## config.mk

```make
export PLATFORM = sky130hd
export DESIGN_NAME = channel_sample_sequencer_flat
export DESIGN_NICKNAME = d
export VERILOG_FILES = /design/src/rtl/channel_sample_sequencer_if.sv /design/src/rtl/channel_sample_sequencer.sv /design/src/flat_wrapper.sv
export SDC_FILE = /design/constraint.sdc
export NUM_CORES = 1
export LEC_CHECK = 0
export ABC_AREA = 1
export ABC_CLOCK_PERIOD_IN_PS = 1900
export CAP_MARGIN = 20
export CORE_MARGIN = 4
export CORE_UTILIZATION = 49
export CTS_BUF_LIST = sky130_fd_sc_hd__clkbuf_4 sky130_fd_sc_hd__clkbuf_8
export DETAILED_ROUTE_END_ITERATION = 16
export PLACE_DENSITY = 0.85
export SYNTH_ARGS = -nofsm -noshare
export SYNTH_HDL_FRONTEND = slang
export SYNTH_SLANG_ARGS = --single-unit
```

## constraint.sdc

```tcl
create_clock -name clk -period 1.9 [get_ports clk]
set_input_delay 0.19 -clock clk [delete_from_list [all_inputs] [get_ports clk]]
set_output_delay 0.19 -clock clk [all_outputs]
set_load 0.1 [all_outputs]
```

## src/rtl/channel_sample_sequencer_if.sv

```systemverilog
// channel_sample_sequencer_if
//   Output stream of the channel sample sequencer: one tagged sample per beat on a
//   valid/ready handshake.
//   Handshake: the master raises out_valid with out_data/out_channel/frame flags and
//   holds them unchanged while out_valid && !out_ready; a beat transfers on any
//   clock edge where out_valid && out_ready.
//   Signals:
//     out_data        sample value
//     out_channel     channel index of out_data
//     out_frame_start out_data belongs to channel 0 (qualified by out_valid)
//     out_frame_end   out_data belongs to the last channel (qualified by out_valid)
//     out_valid       out_* hold a sample
//     out_ready       consumer accepts the beat
interface channel_sample_sequencer_if #(
  parameter int SAMPLE_WIDTH = 8,
  parameter int CH_W         = 4
);
  logic [SAMPLE_WIDTH-1:0] out_data;
  logic [CH_W-1:0]         out_channel;
  logic                    out_frame_start;
  logic                    out_frame_end;
  logic                    out_valid;
  logic                    out_ready;

  modport master (
    output out_data, out_channel, out_frame_start, out_frame_end, out_valid,
    input  out_ready
  );

  modport slave (
    input  out_data, out_channel, out_frame_start, out_frame_end, out_valid,
    output out_ready
  );
endinterface

```

## src/rtl/channel_sample_sequencer.sv

```systemverilog
// channel_sample_sequencer
//   Paces samples from sample_in with a programmable tick divider, tags each with a
//   round-robin channel index and frame markers, and presents them on a valid/ready
//   stream. A tick that finds the output slot occupied and not being drained drops
//   its sample; drops are counted (saturating) and flagged by a sticky overrun bit.
//   Ports:
//     clk, rst_n    clock, asynchronous active-low reset
//     enable        run request; dropping it finishes the current frame first
//     div           tick period minus one (0 = tick every cycle)
//     sample_in     raw sample captured on each tick
//     out_if        output stream (master side of channel_sample_sequencer_if)
//     clear_ovr     synchronous clear of overrun and drop_count
//     overrun       sticky: at least one sample dropped
//     drop_count    number of dropped samples, saturating at all-ones
//     busy          running, or a sample is still waiting to be delivered
//     state_dbg_o   FSM state (0 = IDLE, 1 = RUN)
module channel_sample_sequencer #(
  parameter int NUM_CHANNELS   = 14,
  parameter int SAMPLE_WIDTH   = 8,
  parameter int DIV_WIDTH      = 24,
  parameter int DROP_CNT_WIDTH = 8,
  localparam int CH_W          = $clog2(NUM_CHANNELS)
) (
  input  logic                          clk,
  input  logic                          rst_n,
  input  logic                          enable,
  input  logic [DIV_WIDTH-1:0]          div,
  input  logic [SAMPLE_WIDTH-1:0]       sample_in,
  channel_sample_sequencer_if.master    out_if,
  input  logic                          clear_ovr,
  output logic                          overrun,
  output logic [DROP_CNT_WIDTH-1:0]     drop_count,
  output logic                          busy,
  output logic                          state_dbg_o
);

  typedef enum logic {
    ST_IDLE = 1'b0,
    ST_RUN  = 1'b1
  } state_t;

  state_t                    state_q, state_d;
  logic [DIV_WIDTH-1:0]      cnt_q, cnt_d;
  logic [CH_W-1:0]           ch_q, ch_d;
  logic [SAMPLE_WIDTH-1:0]   data_q, data_d;
  logic [CH_W-1:0]           och_q, och_d;
  logic                      valid_q, valid_d;
  logic                      ovr_q, ovr_d;
  logic [DROP_CNT_WIDTH-1:0] drop_q, drop_d;

  logic tick;
  logic last_ch;
  logic xfer;
  logic drop;

  // >= rather than == so that lowering div below the running count still
  // produces a tick on the very next cycle instead of waiting for wrap-around.
  assign tick    = (state_q == ST_RUN) && (cnt_q >= div);
  assign last_ch = (ch_q == CH_W'(NUM_CHANNELS - 1));
  assign xfer    = valid_q && out_if.out_ready;
  // The slot is free for a new sample if empty or leaving in this same cycle.
  assign drop    = tick && valid_q && !out_if.out_ready;

  // ---------------------------------------------------------------------------
  // FSM: state register
  // ---------------------------------------------------------------------------
  always_ff @(posedge clk or negedge rst_n) begin
    if (!rst_n) begin
      state_q <= ST_IDLE;
    end else begin
      state_q <= state_d;
    end
  end

  // ---------------------------------------------------------------------------
  // FSM: next state
  // ---------------------------------------------------------------------------
  always_comb begin
    state_d = state_q;
    case (state_q)
      ST_IDLE: if (enable) state_d = ST_RUN;
      ST_RUN:  if (tick && last_ch && !enable) state_d = ST_IDLE;
      default: state_d = ST_IDLE;
    endcase
  end

  // ---------------------------------------------------------------------------
  // FSM: outputs and datapath next state
  // ---------------------------------------------------------------------------
  always_comb begin
    cnt_d   = '0;
    ch_d    = '0;
    data_d  = data_q;
    och_d   = och_q;
    valid_d = valid_q;
    ovr_d   = ovr_q;
    drop_d  = drop_q;

    // Counter and channel index only move in RUN; leaving RUN always happens on
    // the last-channel tick, so the index is already wrapping to 0 there.
    if (state_q == ST_RUN) begin
      cnt_d = tick ? '0 : cnt_q + DIV_WIDTH'(1);
      if (tick) begin
        ch_d = last_ch ? '0 : ch_q + CH_W'(1);
      end else begin
        ch_d = ch_q;
      end
    end

    if (tick && !drop) begin
      data_d  = sample_in;
      och_d   = ch_q;
      valid_d = 1'b1;
    end else if (xfer) begin
      valid_d = 1'b0;
    end

    // A drop in the same cycle as clear_ovr is counted after the clear.
    if (clear_ovr) begin
      ovr_d  = 1'b0;
      drop_d = '0;
    end
    if (drop) begin
      ovr_d = 1'b1;
      if (clear_ovr) begin
        drop_d = DROP_CNT_WIDTH'(1);
      end else if (drop_q != {DROP_CNT_WIDTH{1'b1}}) begin
        drop_d = drop_q + DROP_CNT_WIDTH'(1);
      end
    end
  end

  always_ff @(posedge clk or negedge rst_n) begin
    if (!rst_n) begin
      cnt_q   <= '0;
      ch_q    <= '0;
      data_q  <= '0;
      och_q   <= '0;
      valid_q <= 1'b0;
      ovr_q   <= 1'b0;
      drop_q  <= '0;
    end else begin
      cnt_q   <= cnt_d;
      ch_q    <= ch_d;
      data_q  <= data_d;
      och_q   <= och_d;
      valid_q <= valid_d;
      ovr_q   <= ovr_d;
      drop_q  <= drop_d;
    end
  end

  assign out_if.out_data        = data_q;
  assign out_if.out_channel     = och_q;
  assign out_if.out_valid       = valid_q;
  assign out_if.out_frame_start = valid_q && (och_q == '0);
  assign out_if.out_frame_end   = valid_q && (och_q == CH_W'(NUM_CHANNELS - 1));

  assign overrun     = ovr_q;
  assign drop_count  = drop_q;
  // A sample still waiting after RUN->IDLE keeps the block busy until delivered.
  assign busy        = (state_q == ST_RUN) || valid_q;
  assign state_dbg_o = (state_q == ST_RUN);

endmodule

```

## src/flat_wrapper.sv

```systemverilog
// flat-port wrapper written by rule: the top's interface ports become plain ports
module channel_sample_sequencer_flat 
#(
  parameter int NUM_CHANNELS   = 14,
  parameter int SAMPLE_WIDTH   = 8,
  parameter int DIV_WIDTH      = 24,
  parameter int DROP_CNT_WIDTH = 8,
  localparam int CH_W          = $clog2(NUM_CHANNELS)
)
  (clk, rst_n, enable, div, sample_in, clear_ovr, overrun, drop_count, busy, state_dbg_o, out_if_out_data, out_if_out_channel, out_if_out_frame_start, out_if_out_frame_end, out_if_out_valid, out_if_out_ready);
  channel_sample_sequencer_if #(.SAMPLE_WIDTH(SAMPLE_WIDTH), .CH_W((4))) out_if_i ();
  input  logic clk;
  input  logic rst_n;
  input  logic enable;
  input  logic [DIV_WIDTH-1:0] div;
  input  logic [SAMPLE_WIDTH-1:0] sample_in;
  input  logic clear_ovr;
  output logic overrun;
  output logic [DROP_CNT_WIDTH-1:0] drop_count;
  output logic busy;
  output logic state_dbg_o;
  output wire logic [$bits(out_if_i.out_data)-1:0] out_if_out_data;
  output wire logic [$bits(out_if_i.out_channel)-1:0] out_if_out_channel;
  output wire logic [$bits(out_if_i.out_frame_start)-1:0] out_if_out_frame_start;
  output wire logic [$bits(out_if_i.out_frame_end)-1:0] out_if_out_frame_end;
  output wire logic [$bits(out_if_i.out_valid)-1:0] out_if_out_valid;
  input wire logic [$bits(out_if_i.out_ready)-1:0] out_if_out_ready;
  assign out_if_out_data = out_if_i.out_data;
  assign out_if_out_channel = out_if_i.out_channel;
  assign out_if_out_frame_start = out_if_i.out_frame_start;
  assign out_if_out_frame_end = out_if_i.out_frame_end;
  assign out_if_out_valid = out_if_i.out_valid;
  assign out_if_i.out_ready = out_if_out_ready;
  channel_sample_sequencer #(.NUM_CHANNELS(NUM_CHANNELS), .SAMPLE_WIDTH(SAMPLE_WIDTH), .DIV_WIDTH(DIV_WIDTH), .DROP_CNT_WIDTH(DROP_CNT_WIDTH)) u_core (.clk(clk), .rst_n(rst_n), .enable(enable), .div(div), .sample_in(sample_in), .out_if(out_if_i), .clear_ovr(clear_ovr), .overrun(overrun), .drop_count(drop_count), .busy(busy), .state_dbg_o(state_dbg_o));
endmodule
```

Figure 1. M4 wires (run 1).
Scale: 4 px per um. Cells faint in the background.
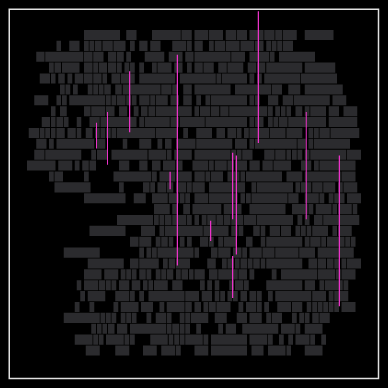
longest straight run: 52.4 um
share of all routed wire: 2.4%

Figure 2. Clock network drawn from the DEF (run 1).
Scale: 3 px per um.
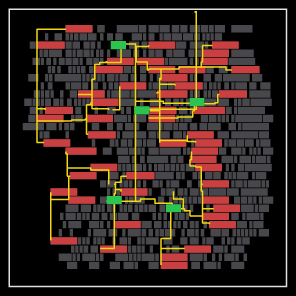
[yellow] clock wires | length: 622 um
[red] flip-flops | count: 51
[green] clock drivers | count: 5
routed clock nets: 6

Figure 3. Zoomed window (run 1).
Window x 59 to 79, y 13 to 33 um. Cells in grey, sequential cells in the stronger grey; small squares are vias.
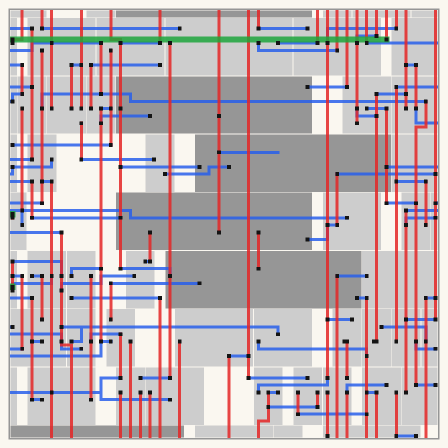
[blue] metal 1
[red] metal 2
[green] metal 3
sequential cells in the window: 4
most frequent: nand2_1 (11)
cells with their middle in the window: 39
netlist names of flops here include: u_core.cnt_q (4)

Figure 4. Signal wires by layer (run 1).
Scale: 4 px per um.
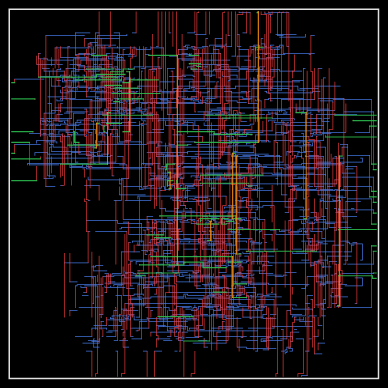
[red] metal 2 | wire length: 5320 um
[blue] metal 1 | wire length: 4060 um
[orange] metal 4 | wire length: 243 um
[green] metal 3 | wire length: 515 um

==> CHANGELOG.md, run 1 <==
## Flow update

- Outcome: finished, violations left
- Failing checks: setup timing
- Sw frac: around a third
- DR top layer: met4
- Worst path depth: 13
- Syn avg cell area: ~7.2 sq um
- Die width: between 90 and 100 um
- Largest cells by area after synthesis: dfrtp_1 37%, nand2_1 15%, ha_1 10%
- NumNets Final: 642
- Dominant Register Cell: dfrtp_1
- Final WS setup: -70.27 ps
- # port buffers: 62
- Worst skew pair latency: roughly 320 ps
- Crit Path Class: reg2reg
- Clk cell area share: slightly below 2%
- Ys Warns: 0
- DP HPWL: 6705 um
- #MultiIn Comb: approximately 340
- Placed Instance Area: approximately 4400 sq um
- Fin util: between 70 and 80%
- Most flops, register: u_core.cnt_q
- Htree depth: 2
- CLK BUF: 5
- Most common logic cell in the routed design: nand2_1
- Number of fill cells: between 400 and 500
- Distinct cells, synth: 29
- Relative slew slack: approximately 74%
- Non-Filler Instances: between 600 and 700
- Max reg flops: 24
- Fraction of area in registers: 26.25%
- Min-Delay Path Class: in2async
- Met2 usage: 37.41%
- Crit-path slowest cell: dfrtp_1
- Ys async rst share: 100.0%
- Crit. Startpoint: u_core.cnt_q[21]
- Cell count after placement: roughly 660
- N_diodes: 0
- Final hold vios: 0
- Setup TNS: -438.7 ps
- EDFF count, synth: 0
- # setup viols final: 21
- Buffer count from post-CTS setup fixing: 1
- IO Pins: 63
- Area Growth Syn to Fin: 43.35%
- Inverters, non-clock: 78
- Synth top cells by count: 135 x nand2_1, 78 x inv_1, 51 x dfrtp_1
- CP bufs+invs: 1
- Yosys simple share: 35.52%
- Reg clk slew, reported paths: 110 ps
- Yosys cell count: around 480
==> inputs of run 2 (changes only) <==
--- a/config.mk
+++ b/config.mk
@@ -8,9 +8,10 @@
 export ABC_AREA = 1
 export ABC_CLOCK_PERIOD_IN_PS = 1900
 export CAP_MARGIN = 20
-export CORE_MARGIN = 4
+export CORE_MARGIN = 2
 export CORE_UTILIZATION = 49
 export CTS_BUF_LIST = sky130_fd_sc_hd__clkbuf_4 sky130_fd_sc_hd__clkbuf_8
+export CTS_CLUSTER_SIZE = 12
 export DETAILED_ROUTE_END_ITERATION = 16
 export PLACE_DENSITY = 0.85
 export SYNTH_ARGS = -nofsm -noshare
==> CHANGELOG.md, run 2 <==
## Flow update

- Outcome: finished, violations left
- Failing checks: setup timing
- Inverters, non-clock: 78
- Ys Warns: 0
- Worst path depth: 10
- Largest cells by area after synthesis: dfrtp_1 37%, nand2_1 15%, ha_1 10%
- Sw frac: 31.99%
- Reg clk slew, reported paths: roughly 110 ps
- Placed Instance Area: roughly 4400 sq um
- Fin util: between 70% and 80%
- Htree depth: 2
- Cell count after placement: between 600 and 700
- DR top layer: met4
- Number of fill cells: about 500
- Met2 usage: between 30% and 40%
- N_diodes: 0
- Crit Path Class: reg2reg
- Fraction of area in registers: about a quarter
- Syn avg cell area: just over 7 sq um
- IO Pins: approximately 63
- Relative slew slack: about three quarters
- CP bufs+invs: 1
- Area Growth Syn to Fin: 41.97%
- Max-area cell share: 36.97%
- Die width: about 88 um
- Ys async rst share: 100.0%
- Max reg flops: 24
- Clk cell area share: roughly 2.4%
- # port buffers: between 60 and 70
- #MultiIn Comb: around 340
- Crit. Startpoint: u_core.cnt_q[22]
- CLK BUF: 5
- Yosys cell count: around 480
- Yosys simple share: a little over a third
- # setup viols final: ~42
- Synth top cells by count: 135 x nand2_1, 78 x inv_1, 51 x dfrtp_1
- Most flops, register: u_core.cnt_q
- Setup TNS: -2145 ps
- Min-Delay Path Class: in2async
- Final hold vios: 0
- Worst skew pair latency: just over 300 ps
- Crit-path slowest cell: dfrtp_1
- Most common logic cell in the routed design: nand2_1
- Dominant Register Cell: dfrtp_1
- Distinct cells, synth: 29
- Final WS setup: -115.3 ps
Figure 5. Zoomed window (run 2).
Window x 56 to 76, y 12 to 32 um. Cells in grey, sequential cells in the stronger grey; small squares are vias.
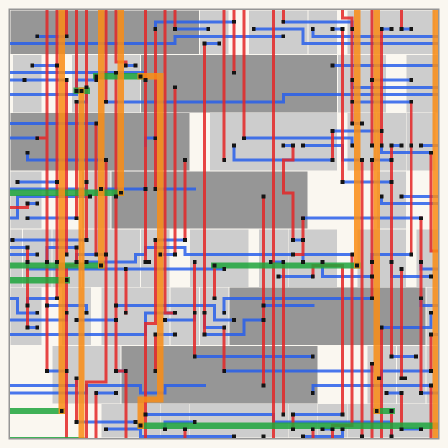
[red] metal 2
[orange] metal 4
[green] metal 3
[blue] metal 1
sequential cells in the window: 6
most frequent: nand2_1 (11), inv_1 (7), dfrtp_1 (6)
cells with their middle in the window: 43
netlist names of flops here include: u_core.cnt_q (6)

Figure 6. M4 wires (run 2).
Scale: 4 px per um. Cells faint in the background.
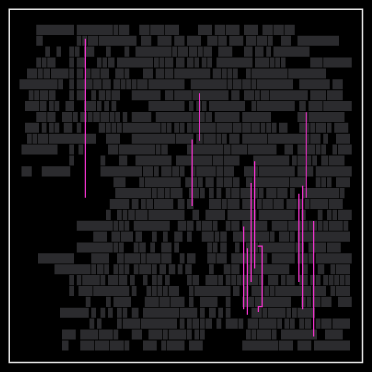
longest straight run: 39.4 um
share of all routed wire: 2.7%
wire length on this layer: 275 um
nets with wire on the layer: 12

